Figure 1. Cell placement.
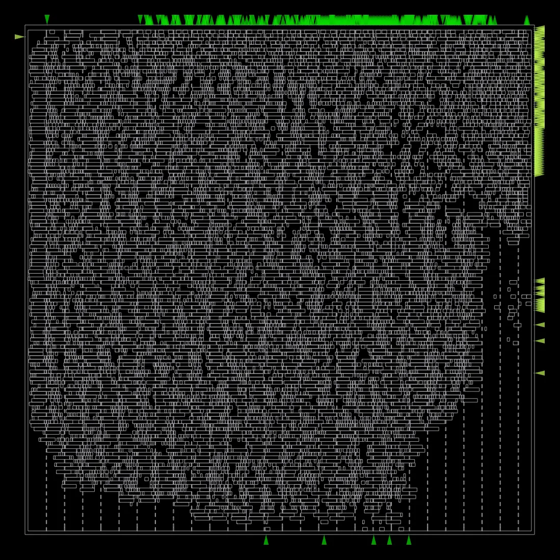
Figure 2. Ports around the boundary.
Scale bar: 100 um. Pins as bars across the die edge, other pins in grey.
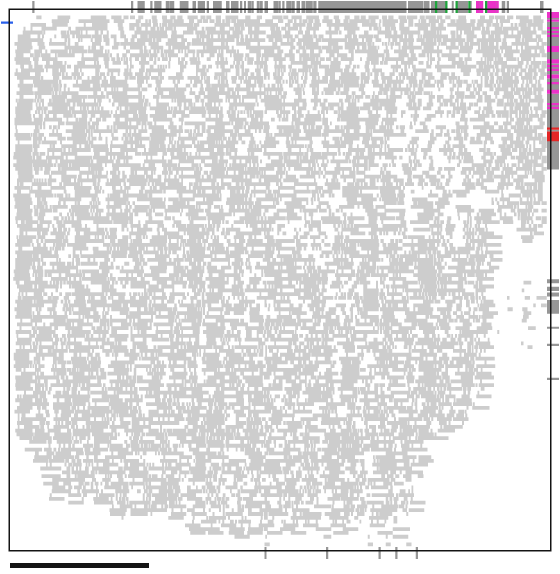
Figure 3. Cell area per tile.
39 x 39 tiles, from white (low) to dark blue (high), 0 to 100% covered.
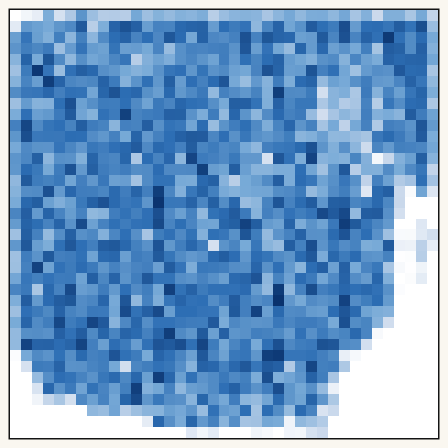
Figure 4. Close-up of the layout.
Window x 281 to 301, y 281 to 301 um. Cells in grey, sequential cells in the stronger grey; small squares are vias.
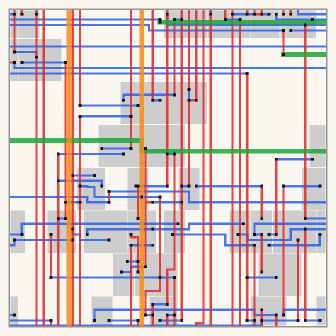
--- src/rtl/instruction_decode_if.sv ---
// -----------------------------------------------------------------------------
// instruction_decode_if
// Bundles the decode stage's fetch-side inputs, hazard controls, write-back
// port and execute-side outputs. Clock and reset stay outside as plain ports.
//   master : upstream / environment side (drives d_i_*, observes d_o_*)
//   slave  : decode stage side (observes d_i_*, drives d_o_*)
// -----------------------------------------------------------------------------
interface instruction_decode_if #(
  parameter int IWIDTH   = 32,
  parameter int PC_WIDTH = 32,
  parameter int DWIDTH   = 32,
  parameter int AWIDTH   = 5
);
  // fetch side
  logic                d_i_ce;
  logic [IWIDTH-1:0]   d_i_instr;
  logic [PC_WIDTH-1:0] d_i_pc;
  // hazard control
  logic                d_i_stall;
  logic                d_i_flush;
  // write-back
  logic                d_i_we;
  logic [AWIDTH-1:0]   d_i_waddr;
  logic [DWIDTH-1:0]   d_i_wdata;
  // execute side
  logic                d_o_ce;
  logic [PC_WIDTH-1:0] d_o_pc;
  logic [5:0]          d_o_opcode;
  logic [5:0]          d_o_funct;
  logic [4:0]          d_o_shamt;
  logic [AWIDTH-1:0]   d_o_rs_addr;
  logic [AWIDTH-1:0]   d_o_rt_addr;
  logic [AWIDTH-1:0]   d_o_rd_addr;
  logic [DWIDTH-1:0]   d_o_rs_data;
  logic [DWIDTH-1:0]   d_o_rt_data;
  logic [DWIDTH-1:0]   d_o_imm;
  logic                d_o_reg_write;
  logic                d_o_mem_read;
  logic                d_o_mem_write;
  logic                d_o_alu_src;
  logic                d_o_mem_to_reg;
  logic                d_o_link;
  // redirect to fetch
  logic                d_o_change_pc;
  logic [PC_WIDTH-1:0] d_o_pc_target;
  logic                d_o_illegal;

  modport master (
    output d_i_ce, d_i_instr, d_i_pc, d_i_stall, d_i_flush,
           d_i_we, d_i_waddr, d_i_wdata,
    input  d_o_ce, d_o_pc, d_o_opcode, d_o_funct, d_o_shamt,
           d_o_rs_addr, d_o_rt_addr, d_o_rd_addr, d_o_rs_data, d_o_rt_data,
           d_o_imm, d_o_reg_write, d_o_mem_read, d_o_mem_write, d_o_alu_src,
           d_o_mem_to_reg, d_o_link, d_o_change_pc, d_o_pc_target, d_o_illegal
  );

  modport slave (
    input  d_i_ce, d_i_instr, d_i_pc, d_i_stall, d_i_flush,
           d_i_we, d_i_waddr, d_i_wdata,
    output d_o_ce, d_o_pc, d_o_opcode, d_o_funct, d_o_shamt,
           d_o_rs_addr, d_o_rt_addr, d_o_rd_addr, d_o_rs_data, d_o_rt_data,
           d_o_imm, d_o_reg_write, d_o_mem_read, d_o_mem_write, d_o_alu_src,
           d_o_mem_to_reg, d_o_link, d_o_change_pc, d_o_pc_target, d_o_illegal
  );
endinterface

--- src/rtl/instruction_decode.sv ---
// -----------------------------------------------------------------------------
// instruction_decode
// MIPS decode stage. Splits instruction fields, generates control bits, reads
// the 32x32 register file (with same-cycle write-back bypass), resolves jumps
// and branches into a one-cycle redirect pulse, and registers everything into
// a single pipeline stage towards execute.
// Ports:
//   d_clk  : clock, rising edge
//   d_rst  : synchronous active-low reset (clears outputs and register file)
//   bus    : instruction_decode_if.slave (fetch inputs, stall/flush,
//            write-back port, execute outputs, redirect, illegal pulse)
// -----------------------------------------------------------------------------
module instruction_decode #(
  parameter int IWIDTH   = 32,
  parameter int PC_WIDTH = 32,
  parameter int DWIDTH   = 32,
  parameter int AWIDTH   = 5
) (
  input  logic                 d_clk,
  input  logic                 d_rst,
  instruction_decode_if.slave  bus
);

  localparam int NREGS = 1 << AWIDTH;

  localparam logic [5:0] OP_RTYPE = 6'h00;
  localparam logic [5:0] OP_J     = 6'h02;
  localparam logic [5:0] OP_JAL   = 6'h03;
  localparam logic [5:0] OP_BEQ   = 6'h04;
  localparam logic [5:0] OP_BNE   = 6'h05;
  localparam logic [5:0] OP_ADDI  = 6'h08;
  localparam logic [5:0] OP_SLTI  = 6'h0A;
  localparam logic [5:0] OP_ANDI  = 6'h0C;
  localparam logic [5:0] OP_ORI   = 6'h0D;
  localparam logic [5:0] OP_LUI   = 6'h0F;
  localparam logic [5:0] OP_LW    = 6'h23;
  localparam logic [5:0] OP_SW    = 6'h2B;

  // register file
  logic [DWIDTH-1:0] rf_q [NREGS];

  // field split
  logic [5:0]          opcode;
  logic [AWIDTH-1:0]   rs_addr;
  logic [AWIDTH-1:0]   rt_addr;
  logic [AWIDTH-1:0]   rd_field;
  logic [DWIDTH-1:0]   rs_data;
  logic [DWIDTH-1:0]   rt_data;
  logic [DWIDTH-1:0]   sext_imm;
  logic [DWIDTH-1:0]   zext_imm;
  logic [DWIDTH-1:0]   lui_imm;
  logic [PC_WIDTH-1:0] pc_plus4;
  logic [PC_WIDTH-1:0] branch_target;
  logic [PC_WIDTH-1:0] jump_target;

  assign opcode   = bus.d_i_instr[31:26];
  assign rs_addr  = AWIDTH'(bus.d_i_instr[25:21]);
  assign rt_addr  = AWIDTH'(bus.d_i_instr[20:16]);
  assign rd_field = AWIDTH'(bus.d_i_instr[15:11]);

  assign sext_imm = {{(DWIDTH-16){bus.d_i_instr[15]}}, bus.d_i_instr[15:0]};
  assign zext_imm = DWIDTH'(bus.d_i_instr[15:0]);
  assign lui_imm  = DWIDTH'({bus.d_i_instr[15:0], 16'h0000});

  // PC arithmetic wraps naturally at PC_WIDTH bits
  assign pc_plus4      = bus.d_i_pc + PC_WIDTH'(4);
  assign branch_target = pc_plus4 +
                         {{(PC_WIDTH-18){bus.d_i_instr[15]}}, bus.d_i_instr[15:0], 2'b00};
  assign jump_target   = {pc_plus4[PC_WIDTH-1:28], bus.d_i_instr[25:0], 2'b00};

  // Register reads: R0 is hard zero; a write landing this edge is forwarded so
  // the decoded operands never see stale data.
  always_comb begin
    rs_data = '0;
    rt_data = '0;
    if (rs_addr != '0)
      rs_data = (bus.d_i_we && bus.d_i_waddr == rs_addr) ? bus.d_i_wdata : rf_q[rs_addr];
    if (rt_addr != '0)
      rt_data = (bus.d_i_we && bus.d_i_waddr == rt_addr) ? bus.d_i_wdata : rf_q[rt_addr];
  end

  // control decode
  logic                ce_d;
  logic                illegal_d;
  logic                reg_write_d;
  logic                mem_read_d;
  logic                mem_write_d;
  logic                alu_src_d;
  logic                mem_to_reg_d;
  logic                link_d;
  logic                change_pc_d;
  logic [AWIDTH-1:0]   rd_addr_d;
  logic [DWIDTH-1:0]   imm_d;
  logic [PC_WIDTH-1:0] pc_target_d;

  always_comb begin
    ce_d         = 1'b1;
    illegal_d    = 1'b0;
    reg_write_d  = 1'b0;
    mem_read_d   = 1'b0;
    mem_write_d  = 1'b0;
    alu_src_d    = 1'b0;
    mem_to_reg_d = 1'b0;
    link_d       = 1'b0;
    change_pc_d  = 1'b0;
    rd_addr_d    = rt_addr;
    imm_d        = sext_imm;
    pc_target_d  = branch_target;
    case (opcode)
      OP_RTYPE: begin
        reg_write_d = 1'b1;
        rd_addr_d   = rd_field;
      end
      OP_ADDI, OP_SLTI: begin
        reg_write_d = 1'b1;
        alu_src_d   = 1'b1;
      end
      OP_ANDI, OP_ORI: begin
        reg_write_d = 1'b1;
        alu_src_d   = 1'b1;
        imm_d       = zext_imm;
      end
      OP_LUI: begin
        reg_write_d = 1'b1;
        alu_src_d   = 1'b1;
        imm_d       = lui_imm;
      end
      OP_LW: begin
        reg_write_d  = 1'b1;
        mem_read_d   = 1'b1;
        mem_to_reg_d = 1'b1;
        alu_src_d    = 1'b1;
      end
      OP_SW: begin
        mem_write_d = 1'b1;
        alu_src_d   = 1'b1;
      end
      OP_BEQ: change_pc_d = (rs_data == rt_data);
      OP_BNE: change_pc_d = (rs_data != rt_data);
      OP_J: begin
        change_pc_d = 1'b1;
        pc_target_d = jump_target;
      end
      OP_JAL: begin
        change_pc_d = 1'b1;
        pc_target_d = jump_target;
        reg_write_d = 1'b1;
        link_d      = 1'b1;
        rd_addr_d   = AWIDTH'(31);
      end
      default: begin
        ce_d      = 1'b0;
        illegal_d = 1'b1;
      end
    endcase
  end

  // output stage registers
  logic                ce_q;
  logic [PC_WIDTH-1:0] pc_q;
  logic [5:0]          opcode_q;
  logic [5:0]          funct_q;
  logic [4:0]          shamt_q;
  logic [AWIDTH-1:0]   rs_addr_q;
  logic [AWIDTH-1:0]   rt_addr_q;
  logic [AWIDTH-1:0]   rd_addr_q;
  logic [DWIDTH-1:0]   rs_data_q;
  logic [DWIDTH-1:0]   rt_data_q;
  logic [DWIDTH-1:0]   imm_q;
  logic                reg_write_q;
  logic                mem_read_q;
  logic                mem_write_q;
  logic                alu_src_q;
  logic                mem_to_reg_q;
  logic                link_q;
  logic                change_pc_q;
  logic [PC_WIDTH-1:0] pc_target_q;
  logic                illegal_q;

  // ---- decode -> execute stage boundary ----
  always_ff @(posedge d_clk) begin
    if (!d_rst) begin
      for (int i = 0; i < NREGS; i++) rf_q[i] <= '0;
      ce_q         <= 1'b0;
      pc_q         <= '0;
      opcode_q     <= '0;
      funct_q      <= '0;
      shamt_q      <= '0;
      rs_addr_q    <= '0;
      rt_addr_q    <= '0;
      rd_addr_q    <= '0;
      rs_data_q    <= '0;
      rt_data_q    <= '0;
      imm_q        <= '0;
      reg_write_q  <= 1'b0;
      mem_read_q   <= 1'b0;
      mem_write_q  <= 1'b0;
      alu_src_q    <= 1'b0;
      mem_to_reg_q <= 1'b0;
      link_q       <= 1'b0;
      change_pc_q  <= 1'b0;
      pc_target_q  <= '0;
      illegal_q    <= 1'b0;
    end else begin
      // write-back proceeds regardless of stall/flush
      if (bus.d_i_we && bus.d_i_waddr != '0)
        rf_q[bus.d_i_waddr] <= bus.d_i_wdata;

      if (bus.d_i_flush || !bus.d_i_ce) begin
        // bubble: data fields keep stale values, only control is cleared
        ce_q         <= 1'b0;
        reg_write_q  <= 1'b0;
        mem_read_q   <= 1'b0;
        mem_write_q  <= 1'b0;
        alu_src_q    <= 1'b0;
        mem_to_reg_q <= 1'b0;
        link_q       <= 1'b0;
        change_pc_q  <= 1'b0;
        illegal_q    <= 1'b0;
      end else if (bus.d_i_stall) begin
        // hold everything but the pulses, so a redirect fires only once
        change_pc_q <= 1'b0;
        illegal_q   <= 1'b0;
      end else begin
        ce_q         <= ce_d;
        pc_q         <= bus.d_i_pc;
        opcode_q     <= opcode;
        funct_q      <= bus.d_i_instr[5:0];
        shamt_q      <= bus.d_i_instr[10:6];
        rs_addr_q    <= rs_addr;
        rt_addr_q    <= rt_addr;
        rd_addr_q    <= rd_addr_d;
        rs_data_q    <= rs_data;
        rt_data_q    <= rt_data;
        imm_q        <= imm_d;
        reg_write_q  <= reg_write_d;
        mem_read_q   <= mem_read_d;
        mem_write_q  <= mem_write_d;
        alu_src_q    <= alu_src_d;
        mem_to_reg_q <= mem_to_reg_d;
        link_q       <= link_d;
        change_pc_q  <= change_pc_d;
        pc_target_q  <= pc_target_d;
        illegal_q    <= illegal_d;
      end
    end
  end

  assign bus.d_o_ce         = ce_q;
  assign bus.d_o_pc         = pc_q;
  assign bus.d_o_opcode     = opcode_q;
  assign bus.d_o_funct      = funct_q;
  assign bus.d_o_shamt      = shamt_q;
  assign bus.d_o_rs_addr    = rs_addr_q;
  assign bus.d_o_rt_addr    = rt_addr_q;
  assign bus.d_o_rd_addr    = rd_addr_q;
  assign bus.d_o_rs_data    = rs_data_q;
  assign bus.d_o_rt_data    = rt_data_q;
  assign bus.d_o_imm        = imm_q;
  assign bus.d_o_reg_write  = reg_write_q;
  assign bus.d_o_mem_read   = mem_read_q;
  assign bus.d_o_mem_write  = mem_write_q;
  assign bus.d_o_alu_src    = alu_src_q;
  assign bus.d_o_mem_to_reg = mem_to_reg_q;
  assign bus.d_o_link       = link_q;
  assign bus.d_o_change_pc  = change_pc_q;
  assign bus.d_o_pc_target  = pc_target_q;
  assign bus.d_o_illegal    = illegal_q;

endmodule
--- src/flat_wrapper.sv ---
// flat-port wrapper written by rule: the top's interface ports become plain ports
module instruction_decode_flat 
#(
  parameter int IWIDTH   = 32,
  parameter int PC_WIDTH = 32,
  parameter int DWIDTH   = 32,
  parameter int AWIDTH   = 5
)
  (d_clk, d_rst, bus_d_i_ce, bus_d_i_instr, bus_d_i_pc, bus_d_i_stall, bus_d_i_flush, bus_d_i_we, bus_d_i_waddr, bus_d_i_wdata, bus_d_o_ce, bus_d_o_pc, bus_d_o_opcode, bus_d_o_funct, bus_d_o_shamt, bus_d_o_rs_addr, bus_d_o_rt_addr, bus_d_o_rd_addr, bus_d_o_rs_data, bus_d_o_rt_data, bus_d_o_imm, bus_d_o_reg_write, bus_d_o_mem_read, bus_d_o_mem_write, bus_d_o_alu_src, bus_d_o_mem_to_reg, bus_d_o_link, bus_d_o_change_pc, bus_d_o_pc_target, bus_d_o_illegal);
  instruction_decode_if #(.IWIDTH(IWIDTH), .PC_WIDTH(PC_WIDTH), .DWIDTH(DWIDTH), .AWIDTH(AWIDTH)) bus_i ();
  input  logic d_clk;
  input  logic d_rst;
  input wire logic [$bits(bus_i.d_i_ce)-1:0] bus_d_i_ce;
  input wire logic [$bits(bus_i.d_i_instr)-1:0] bus_d_i_instr;
  input wire logic [$bits(bus_i.d_i_pc)-1:0] bus_d_i_pc;
  input wire logic [$bits(bus_i.d_i_stall)-1:0] bus_d_i_stall;
  input wire logic [$bits(bus_i.d_i_flush)-1:0] bus_d_i_flush;
  input wire logic [$bits(bus_i.d_i_we)-1:0] bus_d_i_we;
  input wire logic [$bits(bus_i.d_i_waddr)-1:0] bus_d_i_waddr;
  input wire logic [$bits(bus_i.d_i_wdata)-1:0] bus_d_i_wdata;
  output wire logic [$bits(bus_i.d_o_ce)-1:0] bus_d_o_ce;
  output wire logic [$bits(bus_i.d_o_pc)-1:0] bus_d_o_pc;
  output wire logic [$bits(bus_i.d_o_opcode)-1:0] bus_d_o_opcode;
  output wire logic [$bits(bus_i.d_o_funct)-1:0] bus_d_o_funct;
  output wire logic [$bits(bus_i.d_o_shamt)-1:0] bus_d_o_shamt;
  output wire logic [$bits(bus_i.d_o_rs_addr)-1:0] bus_d_o_rs_addr;
  output wire logic [$bits(bus_i.d_o_rt_addr)-1:0] bus_d_o_rt_addr;
  output wire logic [$bits(bus_i.d_o_rd_addr)-1:0] bus_d_o_rd_addr;
  output wire logic [$bits(bus_i.d_o_rs_data)-1:0] bus_d_o_rs_data;
  output wire logic [$bits(bus_i.d_o_rt_data)-1:0] bus_d_o_rt_data;
  output wire logic [$bits(bus_i.d_o_imm)-1:0] bus_d_o_imm;
  output wire logic [$bits(bus_i.d_o_reg_write)-1:0] bus_d_o_reg_write;
  output wire logic [$bits(bus_i.d_o_mem_read)-1:0] bus_d_o_mem_read;
  output wire logic [$bits(bus_i.d_o_mem_write)-1:0] bus_d_o_mem_write;
  output wire logic [$bits(bus_i.d_o_alu_src)-1:0] bus_d_o_alu_src;
  output wire logic [$bits(bus_i.d_o_mem_to_reg)-1:0] bus_d_o_mem_to_reg;
  output wire logic [$bits(bus_i.d_o_link)-1:0] bus_d_o_link;
  output wire logic [$bits(bus_i.d_o_change_pc)-1:0] bus_d_o_change_pc;
  output wire logic [$bits(bus_i.d_o_pc_target)-1:0] bus_d_o_pc_target;
  output wire logic [$bits(bus_i.d_o_illegal)-1:0] bus_d_o_illegal;
  assign bus_i.d_i_ce = bus_d_i_ce;
  assign bus_i.d_i_instr = bus_d_i_instr;
  assign bus_i.d_i_pc = bus_d_i_pc;
  assign bus_i.d_i_stall = bus_d_i_stall;
  assign bus_i.d_i_flush = bus_d_i_flush;
  assign bus_i.d_i_we = bus_d_i_we;
  assign bus_i.d_i_waddr = bus_d_i_waddr;
  assign bus_i.d_i_wdata = bus_d_i_wdata;
  assign bus_d_o_ce = bus_i.d_o_ce;
  assign bus_d_o_pc = bus_i.d_o_pc;
  assign bus_d_o_opcode = bus_i.d_o_opcode;
  assign bus_d_o_funct = bus_i.d_o_funct;
  assign bus_d_o_shamt = bus_i.d_o_shamt;
  assign bus_d_o_rs_addr = bus_i.d_o_rs_addr;
  assign bus_d_o_rt_addr = bus_i.d_o_rt_addr;
  assign bus_d_o_rd_addr = bus_i.d_o_rd_addr;
  assign bus_d_o_rs_data = bus_i.d_o_rs_data;
  assign bus_d_o_rt_data = bus_i.d_o_rt_data;
  assign bus_d_o_imm = bus_i.d_o_imm;
  assign bus_d_o_reg_write = bus_i.d_o_reg_write;
  assign bus_d_o_mem_read = bus_i.d_o_mem_read;
  assign bus_d_o_mem_write = bus_i.d_o_mem_write;
  assign bus_d_o_alu_src = bus_i.d_o_alu_src;
  assign bus_d_o_mem_to_reg = bus_i.d_o_mem_to_reg;
  assign bus_d_o_link = bus_i.d_o_link;
  assign bus_d_o_change_pc = bus_i.d_o_change_pc;
  assign bus_d_o_pc_target = bus_i.d_o_pc_target;
  assign bus_d_o_illegal = bus_i.d_o_illegal;
  instruction_decode #(.IWIDTH(IWIDTH), .PC_WIDTH(PC_WIDTH), .DWIDTH(DWIDTH), .AWIDTH(AWIDTH)) u_core (.d_clk(d_clk), .d_rst(d_rst), .bus(bus_i));
endmodule
--- config.mk ---
export PLATFORM = sky130hd
export DESIGN_NAME = instruction_decode_flat
export DESIGN_NICKNAME = d
export VERILOG_FILES = /design/src/rtl/instruction_decode_if.sv /design/src/rtl/instruction_decode.sv /design/src/flat_wrapper.sv
export SDC_FILE = /design/constraint.sdc
export NUM_CORES = 2
export LEC_CHECK = 0
export ABC_AREA = 1
export ABC_CLOCK_PERIOD_IN_PS = 3200
export CAP_MARGIN = 20
export CORE_MARGIN = 2
export CORE_UTILIZATION = 47
export DETAILED_ROUTE_END_ITERATION = 7
export PLACE_DENSITY = 0.67
export SLEW_MARGIN = 15
export SYNTH_ARGS = -nofsm -noshare
export SYNTH_HDL_FRONTEND = slang
export SYNTH_SLANG_ARGS = --single-unit
--- constraint.sdc ---
create_clock -name d_clk -period 3.2 [get_ports d_clk]
set_input_delay 0.64 -clock d_clk [delete_from_list [all_inputs] [get_ports d_clk]]
set_output_delay 0.64 -clock d_clk [all_outputs]
set_load 0.05 [all_outputs]
==> results.sh <==
# implementation run metrics
export IMPL_status="finished clean"
export IMPL_drtIter0Drc=9854
export IMPL_min_to="u_core.bus.d_o_pc[3]"
export IMPL_comb_power_share=0.187
export IMPL_hold_buffers=0
export IMPL_antennaDiodeCount=2
export IMPL_start_kind="input port"
export IMPL_top_area_cell="edfxtp_1"
export IMPL_wire_per_inst_um=24.91
export IMPL_largest_reg_flops=1024
export IMPL_edf_count=1024
export IMPL_syn_inst=8658
export IMPL_drive_gt1_frac=0.1424
export IMPL_rows=140
export IMPL_r2r_start="u_core.rf_q[28][16]"
export IMPL_sh_comb_area=0.3240
export IMPL_critPathBufInv=7
export IMPL_ys_area_mm2=0.06909
export IMPL_max_cap_viol_count=0
export IMPL_ctsHtreeMaxLevel=4
export IMPL_synth_area_mm2=0.06909
export IMPL_inverters=867
export IMPL_log_warning_count=40
export IMPL_finalHoldViolations=0
export IMPL_tightest_slew_ns=0.8506
export IMPL_rr_endpoint="u_core.bus.d_o_change_pc"
export IMPL_wl_met2_um=124700
export IMPL_wl_met3_um=34110
export IMPL_flop_area_mm2=0.03475
export IMPL_seq_area_frac_synth=0.5030
export IMPL_powerComb_w=0.00792
export IMPL_drt_met1_wl_um=101100
export IMPL_cp_depth=23
export IMPL_mux_share=0
export IMPL_fin_crit_sh=0.9742
export IMPL_slew_headroom=0.4329
export IMPL_bufAreaShareNonClock=0.1529
export IMPL_setup_ws_ns=0.08263
export IMPL_whs_path_depth=3
export IMPL_clockBufferDepth=3
export IMPL_path_class="in -> reg"
export IMPL_r2r_setup_slack_ns=0.26
export IMPL_gr_total_overflow=0
export IMPL_max_freq_mhz=320.8
export IMPL_cp_endpoint="u_core.bus.d_o_pc_target[31]"
export IMPL_clock_root_buffer="clkbuf_16"
export IMPL_dr_pass1_iters=7
export IMPL_seq_power_w=0.0185
export IMPL_slowest_stage="nor4_4"
export IMPL_vias=68360
export IMPL_setup_viol=0
export IMPL_grtUsageMet3=0.08287
export IMPL_grt_use_met1=0.4547
export IMPL_ys_dominant_reg_cell="edfxtp_1"
export IMPL_detail_route_vias_per_cell=5.974
export IMPL_grtUsageMet2=0.5647
export IMPL_p_sw_w=0.01240
export IMPL_ys_cells=8658
export IMPL_simple_gate_share=0.2638
export IMPL_cts_sinks=1224
export IMPL_cp_cell_sequence="clkbuf_4 > nand2_8 > inv_4 > nand4_4 > nor2_4 > nand4_1 > nor3_2 > nand4_1 > buf_4 > xor2_1 > inv_1 > ha_4 > nand2_1 > nor2_2 > inv_2 > nor4_4 > a21oi_2 > buf_4 > nand3_1 > nand3_2 > xor2_1 > o21bai_1 > inv_1"
export IMPL_design_area_mm2=0.08590
export IMPL_rsz0062_at_grt="true"
export IMPL_antenna_found_initial=4
export IMPL_cp_top_family="simple AND/OR/NAND/NOR gates"
export IMPL_required_ns=3.89
export IMPL_postCtsResizedCells=20
export IMPL_synthTopCellsByCount="1837 x nand2_1, 1303 x nor2_1, 1144 x nand3_1"
export IMPL_yosysMostFrequentCell="nand2_1"
export IMPL_worstHoldStart="bus_d_i_pc[3]"
export IMPL_ys_ff=1224
export IMPL_async_flop_share=0
Notes on Figure 1 above:
Seq cells: 1224
Post-Layout Cell Count: 11440

Notes on Figure 2 above:
legend:
  blue:
    port: `d_clk`
    pins: 1
    direction: input
    edge: west
  green:
    port: `bus_d_o_shamt`
    pins: 5
    direction: output
    edge: north
  magenta:
    port: `bus_d_i_pc`
    pins: 32
    direction: input
    edge: 21 east, 11 north
  red:
    port: `bus_d_o_funct`
    pins: 6
    direction: output
    edge: east
all pins by edge: 203 north, 99 east, 5 south, 1 west
port bufs: 307
die y size: 387.4 um
Die X: 387.4 um

Notes on Figure 3 above:
emptiest ninth of the die: south-east
tiles over 75% full: 21%
fullest tile: 99%
nearly empty tiles: 11%
mean over tiles: 56%
core area: 0.1457 mm2
Initial Util: 0.4741
fin util: 0.5894

Notes on Figure 4 above:
legend:
  red:
    layer: met2
  green:
    layer: met3
  orange:
    layer: met4
  blue:
    layer: met1
most frequent: buf_4 (9), inv_1 (4)
sequential cells in the window: 0
cells with their middle in the window: 26

